### config.mk
export PLATFORM = sky130hd
export DESIGN_NAME = rf_access_ctrl
export DESIGN_NICKNAME = d
export VERILOG_FILES = /design/src/rtl/rf_access_ctrl.sv
export SDC_FILE = /design/constraint.sdc
export NUM_CORES = 1
export LEC_CHECK = 0
export CAP_MARGIN = 0
export CORE_UTILIZATION = 39
export DETAILED_ROUTE_END_ITERATION = 6
export PLACE_DENSITY_LB_ADDON = 0.3
export SYNTH_ARGS = -nofsm -noshare
export SYNTH_HDL_FRONTEND = slang
export SYNTH_SLANG_ARGS = --single-unit
export TNS_END_PERCENT = 1
### constraint.sdc
create_clock -name clk -period 2.85 [get_ports clk]
set_clock_uncertainty 0.15 [all_clocks]
set_input_delay 0.57 -clock clk [delete_from_list [all_inputs] [get_ports clk]]
set_output_delay 0.57 -clock clk [all_outputs]
set_load 0.02 [all_outputs]
### src/rtl/rf_access_ctrl.sv
// ============================================================================
// rf_access_ctrl : single-command initiator for a 2R/1W register file.
//   Optional build macro: RF_ZERO_REG_EN (index 0 reads as zero, never written)
//   Revision: 1.0
// ============================================================================
`default_nettype none

module rf_access_ctrl #(
  parameter int DATA_WIDTH = 32,
  parameter int ADDR_WIDTH = 5
) (
  input  logic                  clk,
  input  logic                  rst,
  input  logic                  cmd_valid,
  output logic                  cmd_ready,
  input  logic [1:0]            cmd_op,
  input  logic [ADDR_WIDTH-1:0] cmd_rs1,
  input  logic [ADDR_WIDTH-1:0] cmd_rs2,
  input  logic [ADDR_WIDTH-1:0] cmd_rd,
  input  logic [DATA_WIDTH-1:0] cmd_imm,
  output logic                  rsp_valid,
  input  logic                  rsp_ready,
  output logic [DATA_WIDTH-1:0] rsp_data1,
  output logic [DATA_WIDTH-1:0] rsp_data2,
  output logic [ADDR_WIDTH-1:0] rf_addr1,
  output logic [ADDR_WIDTH-1:0] rf_addr2,
  output logic [ADDR_WIDTH-1:0] rf_addr_write,
  output logic [DATA_WIDTH-1:0] rf_datain,
  output logic                  rf_write_enable,
  output logic                  rf_mode,
  input  logic [DATA_WIDTH-1:0] rf_dataout1,
  input  logic [DATA_WIDTH-1:0] rf_dataout2
);

  localparam logic [1:0] OP_READ  = 2'b00;
  localparam logic [1:0] OP_WRITE = 2'b01;
  localparam logic [1:0] OP_ADD   = 2'b10;
  localparam logic [1:0] OP_COPY  = 2'b11;

  typedef enum logic [2:0] {
    S_IDLE = 3'd0,
    S_RD   = 3'd1,
    S_CAP  = 3'd2,
    S_WR   = 3'd3,
    S_RSP  = 3'd4
  } state_t;

  state_t                state_q, state_d;
  logic [1:0]            op_q;
  logic [ADDR_WIDTH-1:0] rs1_q, rs2_q, rd_q;
  logic [DATA_WIDTH-1:0] res1_q, res2_q;
  logic                  wr_strobe;
  logic                  accept;
  logic [DATA_WIDTH-1:0] rdata1, rdata2;
  logic [DATA_WIDTH:0]   sum;

`ifdef RF_ZERO_REG_EN
  assign rdata1 = (rs1_q == '0) ? '0 : rf_dataout1;
  assign rdata2 = (rs2_q == '0) ? '0 : rf_dataout2;
`else
  assign rdata1 = rf_dataout1;
  assign rdata2 = rf_dataout2;
`endif

  assign sum    = {1'b0, rdata1} + {1'b0, rdata2};
  assign accept = cmd_valid && (state_q == S_IDLE);

  always_ff @(posedge clk) begin
    if (rst) begin
      state_q <= S_IDLE;
      op_q    <= '0;
      rs1_q   <= '0;
      rs2_q   <= '0;
      rd_q    <= '0;
      res1_q  <= '0;
      res2_q  <= '0;
    end else begin
      state_q <= state_d;
      if (accept) begin
        op_q  <= cmd_op;
        rs1_q <= cmd_rs1;
        rs2_q <= cmd_rs2;
        rd_q  <= cmd_rd;
        if (cmd_op == OP_WRITE) begin
          res1_q <= cmd_imm;
          res2_q <= '0;
        end
      end
      if (state_q == S_CAP) begin
        case (op_q)
          OP_READ: begin
            res1_q <= rdata1;
            res2_q <= rdata2;
          end
          OP_ADD: begin
            res1_q <= sum[DATA_WIDTH-1:0];
            res2_q <= {{(DATA_WIDTH-1){1'b0}}, sum[DATA_WIDTH]};
          end
          default: begin
            res1_q <= rdata1;
            res2_q <= '0;
          end
        endcase
      end
    end
  end

  always_comb begin
    state_d   = state_q;
    cmd_ready = 1'b0;
    rsp_valid = 1'b0;
    wr_strobe = 1'b0;
    case (state_q)
      S_IDLE: begin
        cmd_ready = 1'b1;
        if (cmd_valid) state_d = (cmd_op == OP_WRITE) ? S_WR : S_RD;
      end
      S_RD:  state_d = S_CAP;
      S_CAP: state_d = (op_q == OP_READ) ? S_RSP : S_WR;
      S_WR: begin
        wr_strobe = 1'b1;
        state_d   = S_RSP;
      end
      S_RSP: begin
        rsp_valid = 1'b1;
        if (rsp_ready) state_d = S_IDLE;
      end
      default: state_d = S_IDLE;
    endcase
  end

  // The write data is always the primary result word: imm, sum or the copied value.
`ifdef RF_ZERO_REG_EN
  assign rf_write_enable = wr_strobe && !rst && (rd_q != '0);
`else
  assign rf_write_enable = wr_strobe && !rst;
`endif
  assign rf_datain     = res1_q;
  assign rf_addr1      = rs1_q;
  assign rf_addr2      = rs2_q;
  assign rf_addr_write = rd_q;
  assign rf_mode       = 1'b1;
  assign rsp_data1     = res1_q;
  assign rsp_data2     = res2_q;

endmodule

`default_nettype wire
==> impl_metrics.json, run 1 <==
{
  "status": "completed",
  "setup_tns_ns": 0,
  "cap_violations": 0,
  "crit_start": "rf_dataout2[22]",
  "cts-buffers-inserted": 9,
  "rows": 42,
  "fp.dieArea_um2": 14200,
  "slew_headroom_pct": 49.2,
  "stdcell_area_um2": 8890,
  "viasPerCell": 5.54,
  "ant_nets": 0,
  "drv_slew": 0,
  "grt-busiest-layer": "met2",
  "synthDistinctLibCells": 68,
  "pin_count": 232,
  "synthTopCellsByCount": "nand2_1 (112), dfxtp_1 (84), a21oi_1 (63)",
  "synth_nets": 824,
  "reg2regPathDepth": 6,
  "fp_util_pct": 40.3,
  "irDropWorstVdd_mv": 0.374,
  "p_sw_mw": 1.42,
  "drcViolationCount": 0,
  "layout-drive-gt1-share_pct": 18.7,
  "hold_violations": 0,
  "p_seq_share_pct": 32.1,
  "power.density_nw_per_um2": 471,
  "rr_endpoint": "rf_datain[19]$_SDFFE_PP0P_",
  "synth_area_um2": 5350,
  "path_clk_slew_ns": 0.07,
  "path_depth": 11,
  "area_growth_pct": 66.0,
  "most_common_cell": "nand2_1",
  "grt_pass1_vias": 6172,
  "hp-class": "reg -> reg",
  "internal_power_mw": 2.77,
  "switching_share_pct": 33.9,
  "finalPower_mw": 4.19,
  "worstSetupStartpointType": "input pin",
  "cp.arrival_ns": 2.90,
  "route.top_layer_used": "met4",
  "drt_iter0_drc": 479,
  "cp-endpoint": "rf_datain[23]$_SDFFE_PP0P_",
  "htree_num_levels": 3,
  "seq_area_frac_synth_pct": 31.4,
  "final.min_clock_period_ns": 2.80,
  "numClockSinks": 84,
  "cp_data_required_time_ns": 2.95,
  "fin_nets": 1092,
  "wl_met2_um": 9660,
  "regToRegSetupSlack_ns": 0.64,
  "worstHoldEndpoint": "rf_addr2[0]$_SDFFE_PP0P_",
  "dp.cells": 1102,
  "grt_first_pass_wirelength_um": 31300,
  "p_leak_nw": 3.62,
  "setup_ws_ns": 0.0499,
  "dp_slack_ns": -0.739,
  "setup_violations": 0,
  "slowest_delay_ns": 0.46,
  "grt_max_degree": 66,
  "async_flop_share_pct": 0,
  "antenna_found_initial": 1,
  "cts_tree": "done",
  "slowest_stage": "clkdlybuf4s50_1",
  "place_hpwl_um": 15000,
  "crit_type": "in -> reg",
  "wl_met1_um": 8470,
  "overflow": 0,
  "portBuffers": 230,
  "cts_hold_buf": 0,
  "die_h_um": 119,
  "top_cells_by_area": "dfxtp_1 (31%), nand2_1 (7.9%), ha_1 (7.5%), a21oi_1 (5.9%), buf_4 (4.6%)",
  "avgSynthCellArea_um2": 7.94,
  "crit_family": "buffers and inverters",
  "yosysCellCount": 674,
  "clockBufferDepth": 2,
  "path_cells": "clkdlybuf4s50_1 -> ha_1 -> a21o_1 -> a21oi_1 -> or3_1 -> o22ai_4 -> buf_6 -> xnor2_1 -> o21ai_0 -> buf_4 -> o21a_1",
  "synth_chip_area_um2": 5350,
  "flop_cell": "dfxtp_1",
  "worst_pin_slew_ns": 0.760,
  "critical_path_buf_inv_count": 3,
  "r2r_start": "state_q[2]$_SDFFE_PP0P_",
  "final_cells": 1124,
  "edf_count": 0,
  "layout_top_cells": "clkdlybuf4s50_1 (193), nand2_1 (110), buf_4 (99)",
  "yosysWarnings": 0,
  "max_clock_freq_ghz": 0.357,
  "placedInstanceArea_um2": 8220,
  "combPwrFrac_pct": 38.1,
  "finalCritPeriodShare_pct": 98.2,
  "first_pass_iters": 5,
  "design.core.area_um2": 13300,
  "nFillCells": 1066,
  "die_w_um": 119,
  "ys_ff": 84,
  "place_congestion": 0.895,
  "worstHoldPathCells": 2,
  "grtUsageMet1_pct": 34.2,
  "critPathCaptureType": "register",
  "top_area_cell": "dfxtp_1",
  "top_cell_area_share_pct": 31.4,
  "synthCells": 674,
  "rsz0062_at_grt": "true",
  "clock-root-buffer": "clkbuf_16"
}
## run 1: power by group through the flow
stage	logic [mW]	registers, mW	clock network (mW)
3_5_place_dp	1.51	1.37	0
5_1_grt	1.71	1.35	1.33
3_3_place_gp	1.48	1.36	0
2_1_floorplan	0.726	1.45	0
6_report	1.60	1.34	1.25
4_1_cts	1.55	1.34	1.27
## run 1: timing repair
item                                    4_1_cts  5_1_grt
endpoints found under the hold margin         0        0
pin swaps                                    22       17
resized                                      41       47
endpoints found under the setup margin       20       13
buffers inserted                              4        1
gates cloned                                  0        0
## run 1: cells by family after synthesis
logic type      Yosys count  share of synthesized area (%)
simple gates            223                           18.2
compound gates          218                           29.4
buf+inv                  88                           8.53
other cells               1                         0.0700
xor+xnor                 22                           3.60
fa+ha+maj                33                           7.85
flops                    84                           31.4
mux                       5                          0.958
## run 1: stage by stage
| step | util, % | hold WS, ns |
|---|---|---|
| 6_report | 66.9 | 0.307 |
| 5_1_grt | 66.9 | 0.330 |
| 4_1_cts | 65.2 | 0.310 |
| 3_5_place_dp | 61.8 | 0.299 |
| 3_3_place_gp | 61.8 | 0.292 |
| 2_1_floorplan | - | 0.332 |
## run 1: tightest hold or removal path, delay by kind of cell (launching register included)
kind / cells / cell delay (ns)
flops: 1 / 0.31
compound gates: 1 / 0.05
simple gates: 1 / 0.05
## run 1: area by class of cell
| type | count | area (um^2) | share of cell area (%) |
|---|---|---|---|
| clock inverter | 6 | 70.1 | 0.788 |
| clock buffer | 10 | 239 | 2.69 |
| multi-input combinational | 502 | 3550 | 39.9 |
| tap | 176 | 220 | 2.48 |
| antenna | 1 | 2.50 | 0.0282 |
| inverter | 16 | 60.1 | 0.676 |
| sequential | 84 | 1680 | 18.9 |
| timing repair buffer | 329 | 3070 | 34.5 |
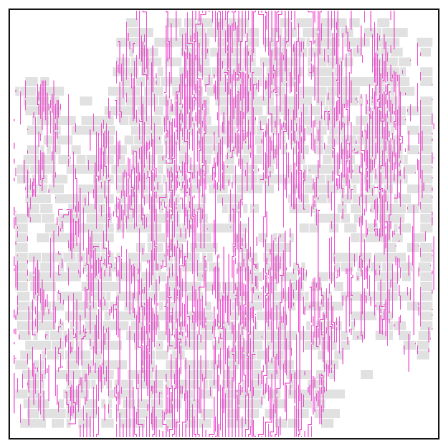
(run_1/layer_met2.png)
wire length on this layer = 9660 um
share of all routed wire = 48%
main direction = vertical
longest straight run = 39.4 um
routed vias: 6232
DRT Wirelength: 20100 um
grt met2 use: 47.1%

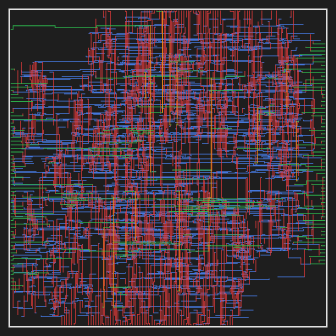
(run_1/wires.png)
metal 3 -> green  # wire length 1480 um
metal 2 -> red  # wire length 9660 um
metal 4 -> orange  # wire length 436 um
metal 1 -> blue  # wire length 8470 um
total track usage: 27.9%
per-cell routed wire length: 17.8 um

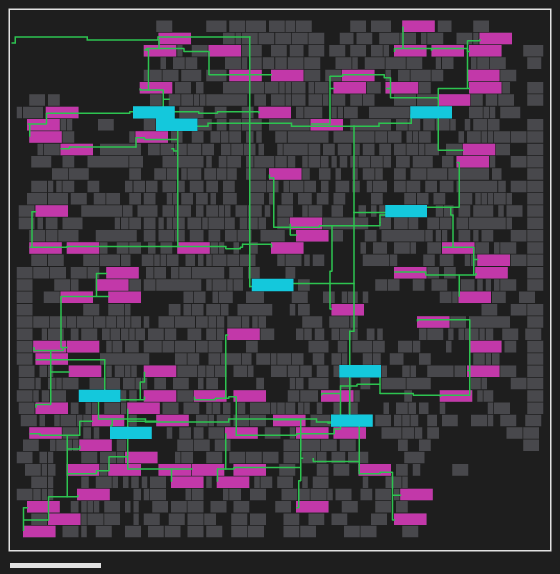
(run_1/clk_routes.png)
Scale bar: 20 um.
flip-flops -> magenta  # count 84
clock drivers -> cyan  # count 9
clock wires -> green  # length 1270 um
routed clock nets = 10
flops lie = all over the die
Clock power frac: 29.8%
Late-Pin Clk Latency: 0.34 ns
clk pwr: 1.25 mW

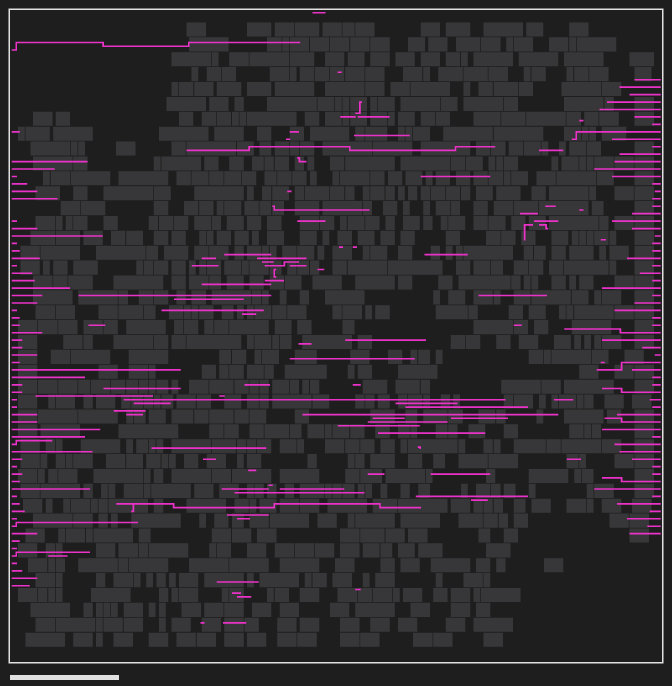
(run_1/layer_met3.png)
Scale bar: 20 um.
nets with wire on the layer = 179
wire length on this layer = 1480 um
longest straight run = 69.5 um
met3 Use GR: 7.61%

==> run_1/congestion.png <==
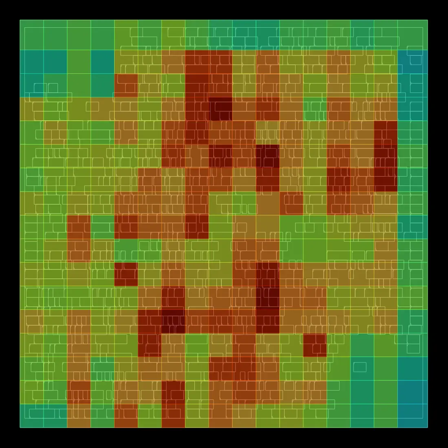

==> run 2: changes to the inputs <==
Settings changed: PLACE_DENSITY_LB_ADDON 0.3 to 0.08.
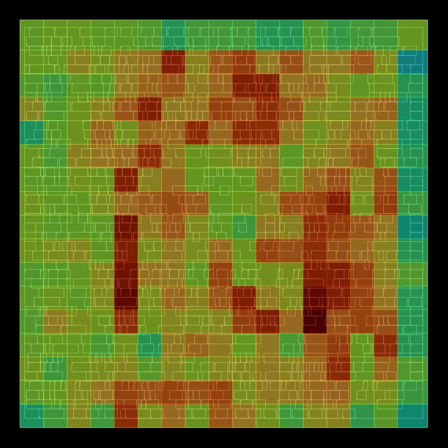
(run_2/congestion.png)
GRT busiest layer: met2
met3 Use GR: 4.45%
final core occ: 68.6%
per-cell routed wire length: 17.4 um
grt met2 use: 46.1%

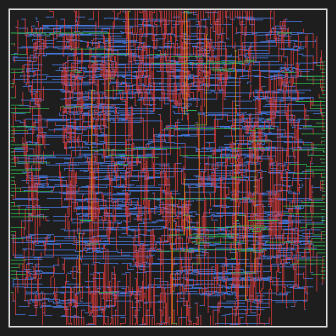
(run_2/wires.png)
metal 2 -> red  # wire length 9520 um
metal 1 -> blue  # wire length 8830 um
metal 4 -> orange  # wire length 539 um
metal 3 -> green  # wire length 1140 um
DRT Wirelength: 20000 um
routed vias: 6168
total track usage: 27.9%

==> run 2 against run 1 <==
  * Worst hold slack worse by 0.0028 ns
  * Final cell count up 2.1%
  * Die area is the same
  * Clock-buffer cell count is the same
  * Register-to-register slack gained 0.03 ns
  * Area after synthesis is the same
  * First-iteration DRC count decreased by 13%
  * Critical path depth fell by 1
  * Via count is 1.0% lower
  * Non-clock buffer count is 25 higher
  * Fmax is 1.7% lower
  * Worst setup slack worse by 0.049 ns
==> impl_metrics.json, run 2 <==
{
  "comb_share_pct": 39.6,
  "pin_count": 232,
  "cap_violations": 0,
  "path_clk_slew_ns": 0.06,
  "simple_gate_share_pct": 18.2,
  "drv_slew": 0,
  "synth_area_um2": 5350,
  "dominant_cells": "multi-input combinational cells",
  "ys_sh_mux_pct": 0.958,
  "irDropWorstVdd_mv": 0.339,
  "regArea_um2": 1680,
  "edf_count": 0,
  "antenna_found_initial": 0,
  "buffer_area_share_pct": 35.5,
  "rsz0062_at_grt": "true",
  "cp_data_required_time_ns": 2.89,
  "fp.dieArea_um2": 14200,
  "area_growth_pct": 70.4,
  "place_congestion": 0.852,
  "ant_nets": 0,
  "clockBufferDepth": 2,
  "fp_util_pct": 40.3,
  "cp.arrival_ns": 2.89,
  "synth.cellmix.compoundShare_pct": 29.4,
  "grt_pass1_vias": 5928,
  "numClockSinks": 84,
  "synth_chip_area_um2": 5350,
  "slew_headroom_pct": 36.1,
  "detailroute.wirelength.met3_um": 1140,
  "cts_tree": "done",
  "stdcell_area_um2": 9130,
  "seq_area_share_pct": 18.4,
  "die_w_um": 119,
  "n_all_inverters": 16,
  "viasPerCell": 5.37,
  "first_pass_iters": 7,
  "worst_pin_slew_ns": 0.959,
  "cts-buffers-inserted": 9,
  "avgSynthCellArea_um2": 7.94,
  "n_all_buffers": 354,
  "rows": 42,
  "ys_ff": 84,
  "place_hpwl_um": 15200,
  "diodes": 0,
  "drt_iter0_drc": 419,
  "layout_top_cells": "clkdlybuf4s50_1 (199), buf_4 (122), nand2_1 (109)",
  "synthCells": 674,
  "layout-drive-gt1-share_pct": 22.0,
  "seq_cell_count": 84,
  "dp.cells": 1126,
  "route.top_layer_used": "met4",
  "grtUsageMet1_pct": 36.1,
  "grt_first_pass_wirelength_um": 31100,
  "hp-class": "reg -> reg",
  "setup_tns_ns": 0,
  "max_clock_freq_ghz": 0.351,
  "seq_area_frac_synth_pct": 31.4,
  "drcViolationCount": 0,
  "adder_share_pct": 7.85,
  "design.core.area_um2": 13300,
  "power.density_nw_per_um2": 462,
  "placedInstanceArea_um2": 8410,
  "async_flop_share_pct": 0,
  "tapCellCount": 176,
  "flop_cell": "dfxtp_1",
  "wl_met1_um": 8830,
  "nClkBuffers": 10,
  "final_cells": 1148,
  "clock-root-buffer": "clkbuf_16",
  "finalCritPeriodShare_pct": 100,
  "crit_type": "in -> reg",
  "nFillCells": 1117,
  "top_area_cell": "dfxtp_1",
  "status": "completed",
  "htree_num_levels": 3,
  "synthTopCellsByCount": "nand2_1 (112), dfxtp_1 (84), a21oi_1 (63)",
  "clkCellAreaFrac_pct": 3.32,
  "top_cell_area_share_pct": 31.4,
  "critPathCaptureType": "register",
  "final-comb-area_um2": 3620,
  "synthTopLogicFamily": "AND-OR/OR-AND gates",
  "lay_top_count": "clkdlybuf4s50_1",
  "worstSetupStartpointType": "input pin",
  "yosysWarnings": 0,
  "wl_met2_um": 9520,
  "most_common_cell": "nand2_1",
  "ys_sh_xor_pct": 3.60,
  "setup_violations": 0,
  "logic_gates": 502,
  "yosysCellCount": 674,
  "die_h_um": 119,
  "final.min_clock_period_ns": 2.85,
  "portBuffers": 230,
  "grt_max_degree": 87,
  "top_cells_by_area": "dfxtp_1 (31%), nand2_1 (7.9%), ha_1 (7.5%), a21oi_1 (5.9%), buf_4 (4.6%)",
  "fin_nets": 1117,
  "synthDistinctLibCells": 68,
  "hold_violations": 0,
  "path_max_fanout": 3,
  "overflow": 0,
  "synth_nets": 824,
  "p_leak_nw": 3.64,
  "warning_count": 28
}
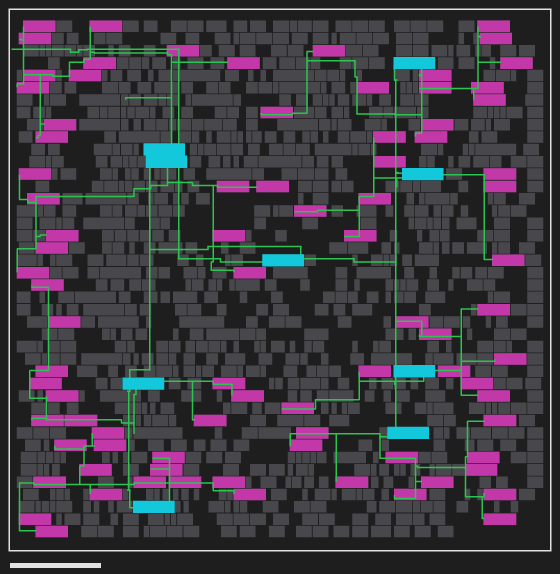
(run_2/clk_routes.png)
Scale bar: 20 um.
Late-Pin Clk Latency: 0.35 ns
clk pwr: 1.21 mW
Clock power frac: 28.7%

[run 2: cell counts after synthesis]
Identical to the previous run, type by type.
[run 2: repair_timing]
item,in CTS,in global routing
gates resized,65,34
pin swaps,23,22
setup endpoints to repair,25,19
setup buffers,4,2
hold buffers,0,0
[run 2: power by group]
part / internal [mW] / switching, mW / total, mW
Combinational: 0.839 / 0.821 / 1.66
Clock: 0.701 / 0.508 / 1.21
Sequential: 1.27 / 0.0753 / 1.34
[run 2: final timing paths]
kind / start / end / slack [ns] / cells past startpoint
worst min register to register: rf_addr_write[0]$_SDFFE_PP0P_ / rf_addr_write[0]$_SDFFE_PP0P_ / 0.30 / 2
worst min-delay path: rf_addr_write[0]$_SDFFE_PP0P_ / rf_addr_write[0]$_SDFFE_PP0P_ / 0.30 / 2
worst max-delay path: rf_dataout1[7] / rf_datain[30]$_SDFFE_PP0P_ / 0.001 / 10
worst max register to register: state_q[2]$_SDFFE_PP0P_ / rsp_data2[0]$_SDFFE_PP0P_ / 0.67 / 7
[run 2: critical path, cell delays in order]
cell and delay (ns):
clkdlybuf4s50_1 0.49, ha_2 0.29, a21o_1 0.21, a2bb2oi_1 0.18, o211ai_1 0.22, o31ai_4 0.29, a211oi_2 0.12, or3_1 0.35
nand3_1 0.09, a21oi_1 0.07
[run 2: metrics by stage]
stage,total power [mW],utilization [%],setup WS (ns),hold WS (ns)
floorplan,2.18,-,0.0235,0.332
global placement,2.91,63.3,-0.757,0.292
detailed placement,2.93,63.3,-0.873,0.299
CTS,4.19,67.3,-0.0364,0.308
global route,4.42,68.6,-0.0653,0.338
finish,4.21,68.6,0.00130,0.305
Power figures rest on the tool's default switching activity, not on a simulated workload.
